==> run_1/final_placement.png <==
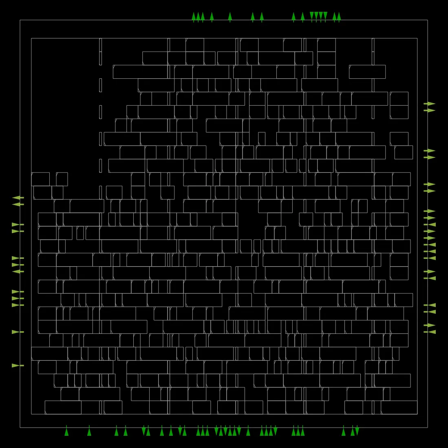
==> run_1/wire_density.png <==
Drawn at 3 px/um. The die is cut into 17 by 17 equal tiles; dark purple is low, yellow is high, scaled to the fullest tile. Values are wire area over tile area, all layers added.
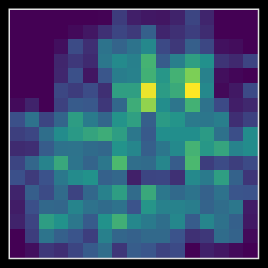
==> run_1/metal_stack.png <==
Drawn at 4 px/um. Only two layers are drawn.
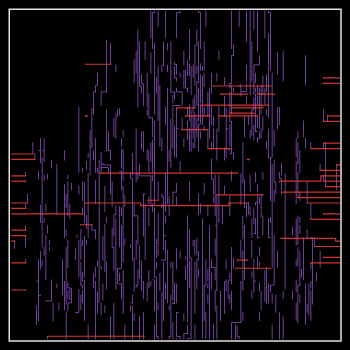
[config.mk]
export PLATFORM = sky130hd
export DESIGN_NAME = alu_nibble_sequencer
export DESIGN_NICKNAME = d
export VERILOG_FILES = /design/src/rtl/alu_nibble_sequencer.sv
export SDC_FILE = /design/constraint.sdc
export NUM_CORES = 1
export LEC_CHECK = 0
export CAP_MARGIN = 20
export CORE_MARGIN = 2
export CORE_UTILIZATION = 45
export CTS_CLUSTER_SIZE = 20
export DETAILED_ROUTE_END_ITERATION = 8
export GPL_TIMING_DRIVEN = 1
export PLACE_DENSITY = 0.76
export SETUP_SLACK_MARGIN = 0.05
export SLEW_MARGIN = 25
export SYNTH_ARGS = -nofsm -noshare
export SYNTH_HDL_FRONTEND = slang
export SYNTH_SLANG_ARGS = --single-unit
[constraint.sdc]
create_clock -name clk -period 3.3 [get_ports clk]
set_input_delay 0.66 -clock clk [delete_from_list [all_inputs] [get_ports clk]]
set_output_delay 0.66 -clock clk [all_outputs]
set_load 0.02 [all_outputs]
[src/rtl/alu_nibble_sequencer.sv]
// alu_nibble_sequencer
//   Drives a 4-bit combinational ALU one nibble per clock, LSB nibble first,
//   to perform a single W-bit (W = 4*NIBBLES) operation. The carry ripples
//   between nibbles through a register. The ALU operand and control signals
//   are owned here, and the ALU output and carry are captured here.
//
// Ports
//   clk, rst_n       clock; synchronous active-low reset
//   start            request (accepted only while busy = 0)
//   op[2:0]          010 SUB, 011 ADD, 100 AND, 101 OR, 110 XOR, 111 PASS A;
//                    000/001 are illegal
//   cin              initial carry for ADD/SUB (ignored for logic ops)
//   a, b [W-1:0]     operands, latched on accept
//   alu_a/alu_b/alu_sel/alu_cin   nibble-wide request to the ALU
//   alu_out/alu_cout              ALU response
//   busy             high from accept+1 through the done cycle
//   done             one-cycle completion pulse
//   err              illegal op flag; valid with done, held until the next accept
//   result           W-bit result; held until the next accepted start
//   carry_out, zero  final carry (ADD/SUB only) and result==0 flag
module alu_nibble_sequencer #(
  parameter  int NIBBLES = 4,
  localparam int W       = 4 * NIBBLES
) (
  input  logic         clk,
  input  logic         rst_n,
  input  logic         start,
  input  logic [2:0]   op,
  input  logic         cin,
  input  logic [W-1:0] a,
  input  logic [W-1:0] b,
  output logic [3:0]   alu_a,
  output logic [3:0]   alu_b,
  output logic [2:0]   alu_sel,
  output logic         alu_cin,
  input  logic [3:0]   alu_out,
  input  logic         alu_cout,
  output logic         busy,
  output logic         done,
  output logic         err,
  output logic [W-1:0] result,
  output logic         carry_out,
  output logic         zero
);

  localparam int IW = (NIBBLES > 1) ? $clog2(NIBBLES) : 1;
  localparam logic [IW-1:0] LAST_IDX = IW'(NIBBLES - 1);

  typedef enum logic [1:0] {
    ST_IDLE = 2'd0,
    ST_RUN  = 2'd1,
    ST_DONE = 2'd2
  } state_t;

  state_t        state_q, state_d;
  logic [2:0]    op_q, op_d;
  logic [W-1:0]  a_q, a_d;
  logic [W-1:0]  b_q, b_d;
  logic [IW-1:0] idx_q, idx_d;
  logic          carry_q, carry_d;
  logic [W-1:0]  result_q, result_d;
  logic          err_q, err_d;
  logic          carry_out_q, carry_out_d;
  logic          zero_q, zero_d;
  logic          illegal_op;

  // Codes 000 and 001 are not ALU arithmetic/logic operations.
  assign illegal_op = (op[2:1] == 2'b00);

  always_comb begin
    state_d     = state_q;
    op_d        = op_q;
    a_d         = a_q;
    b_d         = b_q;
    idx_d       = idx_q;
    carry_d     = carry_q;
    result_d    = result_q;
    err_d       = err_q;
    carry_out_d = carry_out_q;
    zero_d      = zero_q;
    // The ALU sits at its quiescent values whenever no nibble is in flight.
    alu_a       = 4'd0;
    alu_b       = 4'd0;
    alu_sel     = 3'b111;
    alu_cin     = 1'b0;

    unique case (state_q)
      ST_IDLE: begin
        if (start) begin
          op_d    = op;
          a_d     = a;
          b_d     = b;
          idx_d   = '0;
          carry_d = op[2] ? 1'b0 : cin;
          err_d   = illegal_op;
          // An illegal op completes immediately and leaves result/flags untouched.
          state_d = illegal_op ? ST_DONE : ST_RUN;
        end
      end

      ST_RUN: begin
        alu_a   = a_q[{idx_q, 2'b00} +: 4];
        alu_b   = b_q[{idx_q, 2'b00} +: 4];
        alu_sel = op_q;
        // The ALU adds carry_in even for logic ops, so keep it at 0 for those.
        alu_cin = op_q[2] ? 1'b0 : carry_q;

        result_d[{idx_q, 2'b00} +: 4] = alu_out;
        carry_d = op_q[2] ? 1'b0 : alu_cout;

        if (idx_q == LAST_IDX) begin
          // Flags are captured once, from the completed result, so that they
          // remain stable through DONE and afterwards.
          carry_out_d = carry_d;
          zero_d      = (result_d == '0);
          state_d     = ST_DONE;
        end else begin
          idx_d = idx_q + IW'(1);
        end
      end

      ST_DONE: begin
        state_d = ST_IDLE;
      end

      default: begin
        state_d = ST_IDLE;
      end
    endcase
  end

  always_ff @(posedge clk) begin
    if (!rst_n) begin
      state_q     <= ST_IDLE;
      op_q        <= 3'b111;
      a_q         <= '0;
      b_q         <= '0;
      idx_q       <= '0;
      carry_q     <= 1'b0;
      result_q    <= '0;
      err_q       <= 1'b0;
      carry_out_q <= 1'b0;
      zero_q      <= 1'b0;
    end else begin
      state_q     <= state_d;
      op_q        <= op_d;
      a_q         <= a_d;
      b_q         <= b_d;
      idx_q       <= idx_d;
      carry_q     <= carry_d;
      result_q    <= result_d;
      err_q       <= err_d;
      carry_out_q <= carry_out_d;
      zero_q      <= zero_d;
    end
  end

  assign busy      = (state_q != ST_IDLE);
  assign done      = (state_q == ST_DONE);
  assign err       = err_q;
  assign result    = result_q;
  assign carry_out = carry_out_q;
  assign zero      = zero_q;

endmodule

==> flow_metrics.tcl, run 1 <==
# yosys + openroad results
set metrics [dict create \
    h-tree-depth 3 \
    avgSynthCellArea_sq_um 8.99 \
    yosysTopAreaCell "dfxtp_1" \
    rsz0062_at_grt "false" \
    cp_num_buf_inv 1 \
    finalSetupViolCount 0 \
    floorplan.die.width_um 82.6 \
    firstDrtPassIters 4 \
    fp-row-count 28 \
    clkTransAtPathRegs_ns 0.06 \
    cp_max_fo 11 \
    fin_crit_sh_pct 92.8 \
    top_cell_area_share_pct 42.5 \
    io_pins 77 \
    drt_iter0_drc 107 \
    gp_congestion 0.869 \
    hold_violations 0 \
    syn-instance-count 309 \
    status "complete, no violations" \
    critical_path_required_ns 2.64 \
    ys_types 43 \
    setup_tns_ns 0 \
    slew_violations 0 \
    viasPerCell 5.21 \
    grt_max_degree 47 \
    max_freq_ghz 0.327 \
    first_global_vias 2297 \
    final_net_count 431 \
    grt.overflow.total 0 \
    cts_setup_buffers 0 \
    worstSetupPathType "flop to output port" \
    setup.worst_path.start_class "flop" \
    io_buffers 76 \
    edf_count 0 \
    ys_async_sr_fraction_pct 0 \
    maxCapViolCount 0 \
    slowest_stage "dfxtp_1" \
    clk_path_buf_depth 2 \
    synth.cells.most_frequent "nand2_1 (83), dfxtp_1 (59), a21boi_1 (28)" \
    antenna_cells 0 \
    floorplan.core_util_pct 46.7 \
]
-- final_placement.png (at the start) --
fin cells: 461
well tap count: 75

-- wire_density.png (at the start) --
tiles over half the peak: 14%
emptiest ninth of the die: upper left
fullest tile: 0.54
nearly empty tiles: 13%
mean over tiles: 0.15
densest ninth of the die: centre

-- metal_stack.png (at the start) --
| colour | layer | wire length |
|---|---|---|
| purple | met2 | 3000 um |
| red | met3 | 413 um |

## run 1: cell usage in the layout, fill, tap and decap left out, drive strengths merged, types with 3 or more instances in the layout
| master | instances |
|---|---|
| a21boi | 35 |
| a32oi | 15 |
| and2 | 8 |
| buf | 5 |
| clkbuf | 12 |
| clkdlybuf4s50 | 76 |
| dfxtp | 59 |
| ha | 6 |
| inv | 5 |
| mux4 | 8 |
| nand2 | 83 |
| nand2b | 4 |
| nand3 | 3 |
| nand3b | 3 |
| nor2 | 9 |
| nor2b | 19 |
| nor3b | 3 |
| nor4 | 3 |
## run 1: registers in the layout, summed over array words and instances, names as in the netlist
name,cells
err,1
carry_out,1
op_q,3
state_q,2
b_q,16
result,16
idx_q,2
zero,1
carry_q,1
a_q,16
## run 1: final timing paths
| path | from | end | slack (ns) | depth (start not counted) |
|---|---|---|---|---|
| worst max-delay path | idx_q[0] | alu_b[0] | 0.24 | 3 |
| worst min-delay path | b_q[13] | b_q[13] | 0.45 | 2 |
| worst max register to register | idx_q[0] | zero | 0.59 | 7 |
| worst min register to register | b_q[13] | b_q[13] | 0.45 | 2 |
## run 1: worst register-to-register path, stage by stage, from the launching register on
cell	delay [ns]
dfxtp_1	0.77
buf_4	0.29
inv_1	0.10
ha_1	0.42
nor4bb_2	0.47
o21bai_1	0.22
o22ai_1	0.12
a31o_1	0.22
## run 1: power groups by stage
stage | registers [mW] | logic [mW] | clock network [mW]
finish | 0.776 | 0.268 | 0.647
detailed placement | 0.792 | 0.268 | 0
floorplan | 0.785 | 0.162 | 0
global placement | 0.791 | 0.264 | 0
global route | 0.781 | 0.294 | 0.687
CTS | 0.776 | 0.269 | 0.661
## run 1: per-stage QoR
| stage | setup WS [ns] | hold slack (ns) | power [mW] | std cells | util [%] |
|---|---|---|---|---|---|
| floorplan | 1.13 | 0.432 | 0.947 | 309 | - |
| global placement | 0.561 | 0.439 | 1.05 | 445 | 60.3 |
| detailed placement | 0.573 | 0.446 | 1.06 | 445 | 60.3 |
| CTS | 0.190 | 0.455 | 1.71 | 461 | 63.6 |
| global route | 0.0944 | 0.473 | 1.76 | 461 | 63.6 |
| finish | 0.237 | 0.451 | 1.69 | 461 | 63.6 |
## run 1: cell type report
type / instances / area (sq um)
Clock buffer: 12 / 145
Clock inverter: 4 / 50.0
Fill cell: 517 / 2170
Inverter: 5 / 18.8
Multi-Input combinational cell: 225 / 1490
Sequential cell: 59 / 1180
Tap cell: 75 / 93.8
Timing Repair Buffer: 81 / 811
## run 1: metal layers
metal,wire [um],vias to the layer above,track usage [%],share of wire [%]
li1,-,1220,-,-
met1,2940,1101,25.0,45
met2,3000,71,34.0,46
met3,412,10,4.46,6.4
met4,116,0,9.67,1.8
met5,0,-,0,0
## run 1: logic make-up (layout without fill, tap and decap cells)
kind of cell	count (synthesis)	count (layout)	synth area share, %
and+or+nand+nor	145	145	25.6
buffers and inverters	25	102	4.23
DFF	59	59	42.5
adders and majority gates	6	6	2.70
muxes	8	8	6.48
AOI/OAI and AO/OA	66	66	18.5
==> run 2, diff against run 1 <==
- REMOVE_ABC_BUFFERS: not set -> 1
- SKIP_LAST_GASP: not set -> 1
==> run_2/wire_density.png <==
Drawn at 3 px/um. The die is cut into 17 by 17 equal tiles; dark purple is low, yellow is high, scaled to the fullest tile. Values are wire area over tile area, all layers added.
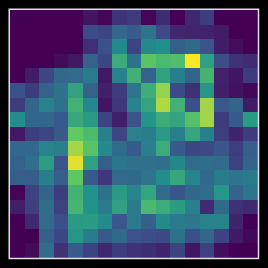
nearly empty tiles: 13%
fullest tile: 0.47
mean over tiles: 0.14
tiles over half the peak: 18%
emptiest ninth of the die: upper left

==> flow_metrics.tcl, run 2 <==
# yosys + openroad results
set metrics [dict create \
    fin_crit_sh_pct 90.7 \
    yosysTopAreaCell "dfxtp_1" \
    floorplan.die.width_um 82.6 \
    ys_async_sr_fraction_pct 0 \
    max_freq_ghz 0.334 \
    worstSetupPathType "flop to output port" \
    io_pins 77 \
    fp-row-count 28 \
    maxCapViolCount 0 \
    setup.worst_path.start_class "flop" \
    hold_violations 0 \
    firstDrtPassIters 4 \
    grt.overflow.total 0 \
    edf_count 0 \
    final_net_count 431 \
    syn-instance-count 309 \
    clkTransAtPathRegs_ns 0.06 \
    antenna_cells 0 \
    clk_path_buf_depth 2 \
    slew_violations 0 \
    cp-startpoint "idx_q[0]" \
    track_usage_pct 19.2 \
    status "complete, no violations" \
    floorplan.core_util_pct 46.7 \
    power_mw 1.55 \
    first_global_vias 2265 \
    gp_congestion 0.839 \
    setup_tns_ns 0 \
    fin_util_pct 62.6 \
    flop_cell "dfxtp_1" \
    viasPerCell 5.25 \
    h-tree-depth 3 \
    synth.cells.most_frequent "nand2_1 (83), dfxtp_1 (59), a21boi_1 (28)" \
    drt_iter0_drc 168 \
    cp_max_fo 9 \
    critical_path_required_ns 2.64 \
    nFillCells 566 \
    r2r_start "idx_q[0]" \
    hold_start "carry_out" \
    avgSynthCellArea_sq_um 8.99 \
    top_cell_area_share_pct 42.5 \
    yosys_area_sq_um 2780 \
    final_common_cell "nand2_1" \
    finalSetupViolCount 0 \
    io_buffers 76 \
]
==> run_2/gate_families.png <==
Drawn at 4 px/um.
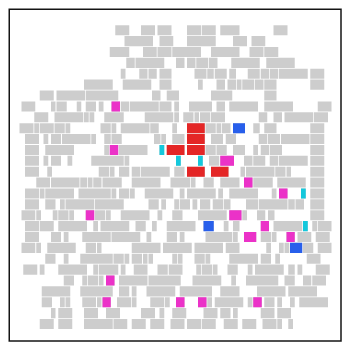
| colour | family | cells |
|---|---|---|
| magenta | AND and OR gates | 15 |
| red | adder and majority cells | 6 |
| blue | AND-OR and OR-AND gates | 3 |
| cyan | inverters | 5 |

run 2: cell counts after synthesis:
No cell type changed its count.
run 2: worst paths after layout:
kind,endpoint,slack [ns],cells after the start
worst max-delay path,alu_a[2],0.31,3
worst min-delay path,carry_out,0.45,2
worst max register to register,zero,0.70,7
worst min register to register,carry_out,0.45,2
run 2: power by group:
group | total, mW | internal [mW] | switching, mW
logic | 0.263 | 0.139 | 0.125
registers | 0.775 | 0.749 | 0.0261
clock network | 0.512 | 0.258 | 0.254
run 2: cell families after synthesis:
kind of cell	count (synthesis)	share of synthesized area, %
AND/OR/NAND/NOR	145	25.6
adder cells (fa/ha/maj)	6	2.70
buffers and inverters	25	4.23
flip-flops	59	42.5
multiplexers	8	6.48
AND-OR/OR-AND	66	18.5
run 2: area by class of cell:
type                    instances  area (sq um)  area share, %
multi-input cells             225          1490           39.9
repair buffers                 81           798           21.4
well taps                      75          93.8           2.52
flip-flops and latches         59          1180           31.7
clock inverters                 4          20.0          0.537
inverters                       5          18.8          0.503
clock buffers                  10           128           3.42
run 2: through the flow:
step | setup WS [ns] | cells | hold WS (ns)
finish | 0.306 | 459 | 0.451
global route | 0.171 | 459 | 0.472
global placement | 0.635 | 445 | 0.439
detailed placement | 0.624 | 445 | 0.444
floorplan | 0.304 | 289 | 0.430
CTS | 0.248 | 459 | 0.453
run 2: routing by layer:
metal | GRT usage, % | share of wire (%)
met1 | 22.6 | 45
met2 | 33.1 | 49
met3 | 4.57 | 4.9
met4 | 8.36 | 1.5
met5 | 0 | 0
run 2: worst max-delay path: stages, from the launching register on:
cell and delay (ns):
dfxtp_1 0.71, mux4_2 0.58, and2_1 0.18, clkdlybuf4s50_1 0.53
Power and IR drop assume default switching activity.
